run_1/clock_map.png
Bar = 50 um.
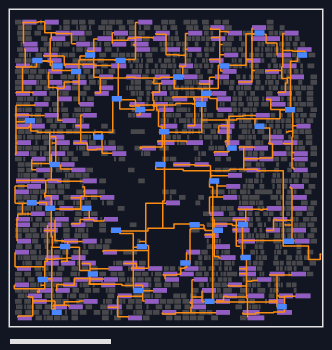
run_1/final_placement.png
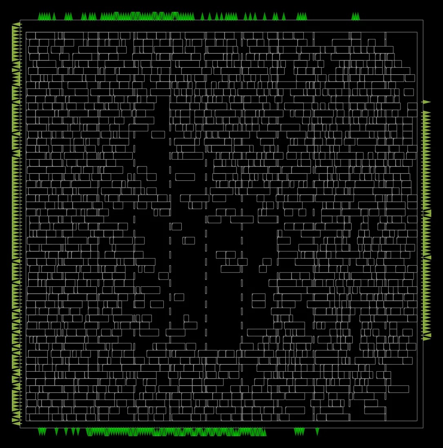
run_1/gate_families.png
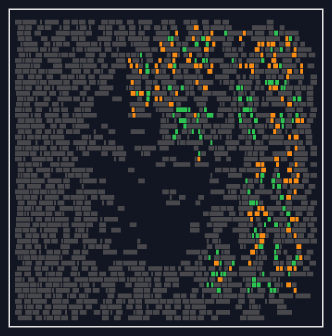
File: src/rtl/de_pipe_reg.sv
// de_pipe_reg: Decode->Execute pipeline register with stall/bubble, perf counters, deadlock watchdog
// Ports: clk_i/rst_i (sync, active-high); D_stall_i/D_bubble_i hazard controls;
//        D_* decoded fields in; E_* registered fields out; stall/bubble/issue counters; deadlock_o sticky
module de_pipe_reg #(
    parameter int OP_W      = 8,
    parameter int XLEN      = 32,
    parameter int CNT_W     = 32,
    parameter int STALL_MAX = 15
) (
    input  logic             clk_i,
    input  logic             rst_i,
    input  logic             D_stall_i,
    input  logic             D_bubble_i,
    input  logic             D_valid_i,
    input  logic [XLEN-1:0]  D_pc_i,
    input  logic [XLEN-1:0]  D_instr_i,
    input  logic [OP_W-1:0]  D_epcode_i,
    input  logic [4:0]       D_rs1_i,
    input  logic [4:0]       D_rs2_i,
    input  logic [4:0]       D_dstE_i,
    input  logic             D_need_dstE_i,
    input  logic [XLEN-1:0]  D_imm_i,
    output logic             E_valid_o,
    output logic [XLEN-1:0]  E_pc_o,
    output logic [XLEN-1:0]  E_instr_o,
    output logic [XLEN-1:0]  E_imm_o,
    output logic [OP_W-1:0]  E_epcode_o,
    output logic [4:0]       E_rs1_o,
    output logic [4:0]       E_rs2_o,
    output logic [4:0]       E_dstE_o,
    output logic             E_need_dstE_o,
    output logic [CNT_W-1:0] stall_cnt_o,
    output logic [CNT_W-1:0] bubble_cnt_o,
    output logic [CNT_W-1:0] issue_cnt_o,
    output logic             deadlock_o
);
    logic             w_stall_only, w_issue;
    logic [7:0]       w_run_nxt;
    logic             r_valid, r_need, r_dl;
    logic [XLEN-1:0]  r_pc, r_instr, r_imm;
    logic [OP_W-1:0]  r_op;
    logic [4:0]       r_rs1, r_rs2, r_dst;
    logic [CNT_W-1:0] r_stall_cnt, r_bubble_cnt, r_issue_cnt;
    logic [7:0]       r_run;
    // a bubble overrides a simultaneous stall, so a stall only counts when no bubble is present
    assign w_stall_only = D_stall_i && !D_bubble_i;
    assign w_issue      = !D_stall_i && !D_bubble_i && D_valid_i;
    assign w_run_nxt    = r_run + {7'd0, ~&r_run};
    // bubble clears opcode and need_dstE so the hazard unit never sees a phantom load-use
    always_ff @(posedge clk_i) begin
        if (rst_i || D_bubble_i) begin
            r_valid <= 1'b0;
            r_pc    <= '0;
            r_instr <= '0;
            r_imm   <= '0;
            r_op    <= '0;
            r_rs1   <= '0;
            r_rs2   <= '0;
            r_dst   <= '0;
            r_need  <= 1'b0;
        end else if (!D_stall_i) begin
            r_valid <= D_valid_i;
            r_pc    <= D_pc_i;
            r_instr <= D_instr_i;
            r_imm   <= D_imm_i;
            r_op    <= D_valid_i ? D_epcode_i : '0;
            r_rs1   <= D_rs1_i;
            r_rs2   <= D_rs2_i;
            r_dst   <= D_dstE_i;
            r_need  <= D_valid_i && D_need_dstE_i;
        end
    end
    always_ff @(posedge clk_i) begin
        if (rst_i) begin
            r_stall_cnt  <= '0;
            r_bubble_cnt <= '0;
            r_issue_cnt  <= '0;
            r_run        <= '0;
            r_dl         <= 1'b0;
        end else begin
            if (w_stall_only) r_stall_cnt <= r_stall_cnt + CNT_W'(~&r_stall_cnt);
            if (D_bubble_i) r_bubble_cnt <= r_bubble_cnt + CNT_W'(~&r_bubble_cnt);
            if (w_issue) r_issue_cnt <= r_issue_cnt + CNT_W'(~&r_issue_cnt);
            r_run <= w_stall_only ? w_run_nxt : 8'd0;
            if (w_stall_only && w_run_nxt >= 8'(STALL_MAX)) r_dl <= 1'b1;
        end
    end
    assign E_valid_o     = r_valid;
    assign E_pc_o        = r_pc;
    assign E_instr_o     = r_instr;
    assign E_imm_o       = r_imm;
    assign E_epcode_o    = r_op;
    assign E_rs1_o       = r_rs1;
    assign E_rs2_o       = r_rs2;
    assign E_dstE_o      = r_dst;
    assign E_need_dstE_o = r_need;
    assign stall_cnt_o   = r_stall_cnt;
    assign bubble_cnt_o  = r_bubble_cnt;
    assign issue_cnt_o   = r_issue_cnt;
    assign deadlock_o    = r_dl;
endmodule

File: config.mk
export PLATFORM = sky130hd
export DESIGN_NAME = de_pipe_reg
export DESIGN_NICKNAME = d
export VERILOG_FILES = /design/src/rtl/de_pipe_reg.sv
export SDC_FILE = /design/constraint.sdc
export NUM_CORES = 1
export LEC_CHECK = 0
export CAP_MARGIN = 40
export CORE_AREA = 2 2 153 155
export CTS_BUF_LIST = sky130_fd_sc_hd__clkbuf_8
export CTS_CLUSTER_SIZE = 24
export DETAILED_ROUTE_END_ITERATION = 10
export DIE_AREA = 0 0 155 157
export PLACE_DENSITY = 0.78
export SLEW_MARGIN = 20
export SYNTH_ARGS = -nofsm -noshare
export SYNTH_HDL_FRONTEND = slang
export SYNTH_SLANG_ARGS = --single-unit
File: constraint.sdc
create_clock -name clk_i -period 2.75 [get_ports clk_i]
set_input_delay 0.4125 -clock clk_i [delete_from_list [all_inputs] [get_ports clk_i]]
set_output_delay 0.4125 -clock clk_i [all_outputs]
set_load 0.02 [all_outputs]
==> run summary, run 1 <==
max_cap viols: 0
number of global-route vias before repair: 8454
final net count: 1494
synth warn: 0
top cells, area: dfxtp_1 (48%), mux2i_1 (13%), nor2_1 (6.1%)
Critical Path Fanout Max: 9
Post-Syn Nets: 1123
cell area after layout: 0.0142 mm2
via count: 8838
Fin Clk Skew: 0.0200 ns
Top Family by Delay on Critical Path: simple AND/OR/NAND/NOR gates
slowest cell delay on critical path: 0.44 ns
vias per cell: 5.29
Die Y: 157 um
Rows: 55
chip area line of the yosys report: 0.00934 mm2
critical path required time: 3.19 ns
Worst setup SP type: register
Cells after Synth: 990
die area: 0.0243 mm2
Die X: 155 um
first-pass GRT wire length: 43900 um
postcts setup bufs: 0
wire per inst: 17.0 um
Avg Cell Area, Syn: 9.44 um2
Clock Root Buffer: clkbuf_8
Worst EP arrival: 3.03 ns
largest net degree at the start of global routing: 113
DRT iter0 DRCs: 454
area delta synth->final: 51.7%
post-synthesis cell count from yosys: 990
fmax: 386 MHz
TritonRoute pass-1 iters: 5
total CTS buffers: 40
Seq share, synth: 48.4%
Final Max Tran Viols: 0
worst-case vdd ir drop: 0.458 mV
EDFF count, synth: 0
outcome: finished, final reports clean
H-tree lvl count: 2
final wirelength: 28500 um
Notes on clock_map.png above:
clock wires -> orange  # length 3180 um
flip-flops -> purple  # count 226
cells driving clock nets -> blue  # count 40
flops lie = spread over the die
routed clock nets = 41
clock network power: 3000 uW
Clock power frac: 42.7%

Notes on final_placement.png above:
Seq cells: 226
n_taps: 285
register fraction of the total cell area: 32.5%
non-filler cells, final: 1671
core area: 0.0225 mm2

Notes on gate_families.png above:
inverting AOI/OAI gates -> orange  # cells 120, most used a21oi_1
NAND gates -> green  # cells 115, most used nand2_1
most numerous logic cell after layout: clkdlybuf4s50_1
combinational share of cell area: 32.3%

-- run 1: routing by layer --
metal / part of all wire, % / GRT usage, % / vias to the layer above
li1: - / - / 4331
met1: 39 / 25.1 / 4125
met2: 50 / 40.1 / 325
met3: 8.7 / 7.65 / 57
met4: 2.8 / 7.23 / 0
met5: 0 / 0 / -
-- run 1: state kept, by name (all words and copies together), names as in the netlist --
signal	flops
E_imm_o	32
E_instr_o	32
E_pc_o	32
bubble_cnt_o	32
issue_cnt_o	32
stall_cnt_o	32
E_epcode_o	8
r_run	8
E_dstE_o	5
E_rs1_o	5
E_rs2_o	5
E_need_dstE_o	1
E_valid_o	1
deadlock_o	1
-- run 1: cell usage after synthesis (2+ instances only) --
master	count
nand2_1	41
a21oi_1	59
buf_1	3
buf_6	2
or3_1	11
nor4bb_1	2
dfxtp_1	226
or2_2	4
nor2_1	153
a22o_1	9
mux2_2	4
ha_1	8
nor3b_1	3
nand4_1	26
and2_1	6
nand2b_1	2
o31ai_1	45
nor3_1	9
nand4bb_1	2
nand3_1	41
xor2_1	19
and4b_1	2
nor2b_1	6
clkbuf_1	56
and3_1	9
o21ai_0	12
mux2i_1	117
and4_1	17
nand4b_1	2
nor4_1	6
inv_1	11
xnor2_1	12
or4_1	50
-- run 1: area by class of cell --
class | count | area (um2) | share of cell area [%]
Antenna cell | 1 | 2.50 | 0.0177
Clock buffer | 48 | 661 | 4.66
Clock inverter | 18 | 98.8 | 0.698
Inverter | 11 | 41.3 | 0.291
Multi-Input combinational cell | 691 | 4580 | 32.3
Sequential cell | 226 | 4600 | 32.5
Tap cell | 285 | 357 | 2.52
Timing Repair Buffer | 391 | 3830 | 27.0
-- run 1: power groups by stage --
stage	combinational, uW	clock (uW)	sequential, uW
after floorplan	226	0	3510
after global placement	663	0	3430
after detailed placement	671	0	3430
after CTS	674	3070	3360
after global routing	713	3230	3370
final	669	3000	3360
-- run 1: final timing paths --
check	from	to	depth (start not counted)
max	issue_cnt_o[23]	issue_cnt_o[18]	10
min	rst_i	stall_cnt_o[21]	2
max reg2reg	issue_cnt_o[23]	issue_cnt_o[18]	10
min reg2reg	E_valid_o	E_valid_o	1
-- run 1: through the flow --
| step | TNS [ns] | cells | power, uW | setup slack, ns |
|---|---|---|---|---|
| detailed placement | 0 | 1604 | 4110 | 0.0694 |
| global placement | 0 | 1604 | 4090 | 0.0656 |
| global route | -0.000693 | 1670 | 7310 | -0.000693 |
| CTS | 0 | 1670 | 7110 | 0.0749 |
| finish | 0 | 1671 | 7040 | 0.157 |
| floorplan | -0.00520 | 990 | 3730 | -0.00520 |
-- run 1: repair_timing --
action                     4_1_cts  5_1_grt
setup endpoints to repair        0       26
hold endpoints to repair         0        0
gates resized                    0        8
-- run 1: cells by family after synthesis --
family,synth area share (%)
AND/OR/NAND/NOR,22.6
multiplexers,13.0
XOR/XNOR,2.91
AND-OR/OR-AND,8.91
buffers and inverters,3.11
adder cells (fa/ha/maj),1.07
flip-flops,48.4
==> inputs of run 2 (changes only) <==
--- a/config.mk
+++ b/config.mk
@@ -6,12 +6,11 @@
 export NUM_CORES = 1
 export LEC_CHECK = 0
 export CAP_MARGIN = 40
-export CORE_AREA = 2 2 153 155
-export CTS_BUF_LIST = sky130_fd_sc_hd__clkbuf_8
+export CORE_AREA = 2 2 156 158
 export CTS_CLUSTER_SIZE = 24
 export DETAILED_ROUTE_END_ITERATION = 10
-export DIE_AREA = 0 0 155 157
-export PLACE_DENSITY = 0.78
+export DIE_AREA = 0 0 158 160
+export PLACE_DENSITY = 0.75
 export SLEW_MARGIN = 20
 export SYNTH_ARGS = -nofsm -noshare
 export SYNTH_HDL_FRONTEND = slang
run_2/final_placement.png
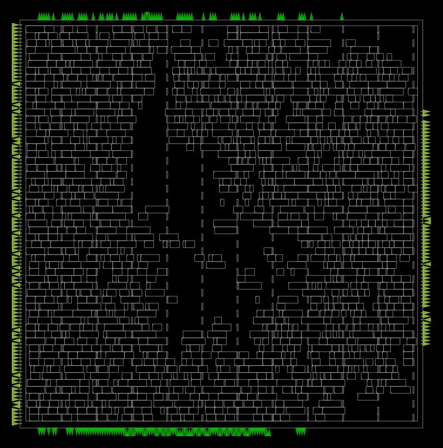
non-filler cells, final: 1696
fillcell total: 2052
core area: 0.0238 mm2
n_taps: 324

run_2/gate_families.png
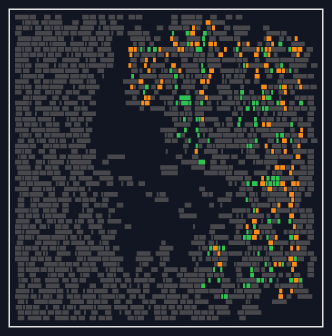
NAND gates -> green  # cells 115, most used nand2_1
inverting AOI/OAI gates -> orange  # cells 120, most used a21oi_1
combinational share of cell area: 31.8%

==> run 2 against run 1 <==
Compared with the run above:
- global-route usage down 0.37 points
- via count down 0.98%
- critical path depth down 2
- non-clock buffer count up 4
- register-to-register slack worse by 0.02 ns
- synthesized cell count unchanged
- count of clock-buffer cells in the layout down 8
- clock power up 18%
- setup slack worse by 0.024 ns
- largest cell class unchanged
==> run summary, run 2 <==
Clock Root Buffer: clkbuf_16 (was clkbuf_8)
most numerous logic cell after layout: clkdlybuf4s50_1 (unchanged)
slowest cell delay on critical path: 0.63 ns (was 0.44 ns)
TNS Setup: 0 ns (unchanged)
Cells after Synth: 990 (unchanged)
total CTS buffers: 26 (was 40)
Seq share, synth: 48.4% (unchanged)
fmax: 382 MHz (was 386 MHz)
worst reg2reg path endpoint: deadlock_o (was issue_cnt_o[18])
largest net degree at the start of global routing: 112 (was 113)
vias per cell: 5.16 (was 5.29)
Rows: 57 (was 55)
post-synthesis cell count from yosys: 990 (unchanged)
worst-case reg-to-reg path depth: 8 (was 10)
top post-synthesis cells by count: dfxtp_1 (226), nor2_1 (153), mux2i_1 (117), a21oi_1 (59), clkbuf_1 (56) (unchanged)
wire per inst: 17.0 um (about the same)
worst-case vdd ir drop: 0.526 mV (was 0.458 mV)
reg-to-reg startpoint: r_run[3] (was issue_cnt_o[23])
Worst setup SP type: register (unchanged)
Post-Syn Nets: 1123 (unchanged)
max layer used: met4 (unchanged)
worst hold endpoint: stall_cnt_o[15] (was stall_cnt_o[21])
DRT iter0 DRCs: 513 (was 454)
chip area line of the yosys report: 0.00934 mm2 (unchanged)
Critical Path Fanout Max: 8 (was 9)
metal2 WL: 14500 um (was 14100 um)
TritonRoute pass-1 iters: 5 (unchanged)
top cells, area: dfxtp_1 (48%), mux2i_1 (13%), nor2_1 (6.1%) (unchanged)
outcome: finished, final reports clean (unchanged)
critical hold path startpoint: rst_i (unchanged)
Worst EP arrival: 3.01 ns (was 3.03 ns)
run_2/met2.png
Cells faint in the background.
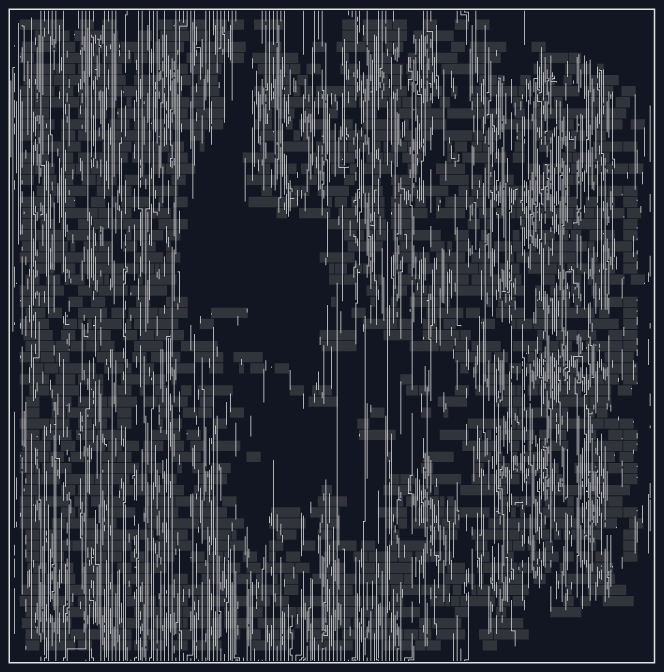
share of all routed wire = 51%
main direction = vertical
nets with wire on the layer = 1308
wire length on this layer = 14500 um
longest straight run = 92.6 um
final wirelength: 28800 um
GRT met2 Usage: 39.9%
via count: 8751

-- run 2: cell families after synthesis --
logic type | count (synthesis) | share of synthesized area, %
buffers and inverters | 73 | 3.11
AND-OR/OR-AND | 132 | 8.91
AND/OR/NAND/NOR | 399 | 22.6
XOR/XNOR | 31 | 2.91
flip-flops | 226 | 48.4
multiplexers | 121 | 13.0
adder cells (fa/ha/maj) | 8 | 1.07
-- run 2: worst max-delay path by stage --
stage | start | end | slack [ns] | cells after the start
after global routing | issue_cnt_o[10] | issue_cnt_o[12] | -0.04 | 10
after global placement | D_valid_i | issue_cnt_o[18] | 0.09 | 6
final | r_run[3] | deadlock_o | 0.13 | 8
after detailed placement | D_valid_i | issue_cnt_o[18] | 0.08 | 6
after CTS | r_run[2] | deadlock_o | 0.06 | 8
after floorplan | stall_cnt_o[17] | stall_cnt_o[16] | -0.005 | 11
-- run 2: final cells by class --
class	instances	area (um2)	area share (%)
tap	324	405	2.82
timing repair buffer	395	3870	26.9
clock inverter	8	96.3	0.670
clock buffer	40	795	5.52
sequential	226	4600	32.0
inverter	11	41.3	0.287
antenna	1	2.50	0.0174
multi-input combinational	691	4570	31.8
-- run 2: power breakdown --
part / switching, uW / total (uW) / leakage [uW] / internal, uW
combinational: 298 / 667 / 0.00303 / 369
clock: 1380 / 3550 / 0.000438 / 2170
sequential: 38.0 / 3360 / 0.00185 / 3330
-- run 2: what timing repair did --
item,in CTS,in global routing
setup endpoints to repair,0,23
endpoints found under the hold margin,0,0
resized,0,8
buffers inserted,0,1
-- run 2: metrics by stage --
step	hold WS (ns)	area (um2)	utilization [%]
floorplan	0.451	9460	-
global placement	0.435	13500	56.5
detailed placement	0.448	13500	56.5
CTS	0.172	14300	60.2
global route	0.190	14400	60.4
finish	0.187	14400	60.4
-- run 2: per-layer routing --
metal  vias to the layer above  track usage [%]
li1                       4309                -
met1                      4084             24.0
met2                       309             39.9
met3                        49             8.71
met4                         0             5.12
met5                         -                0
Power figures rest on the tool's default switching activity, not on a simulated workload.
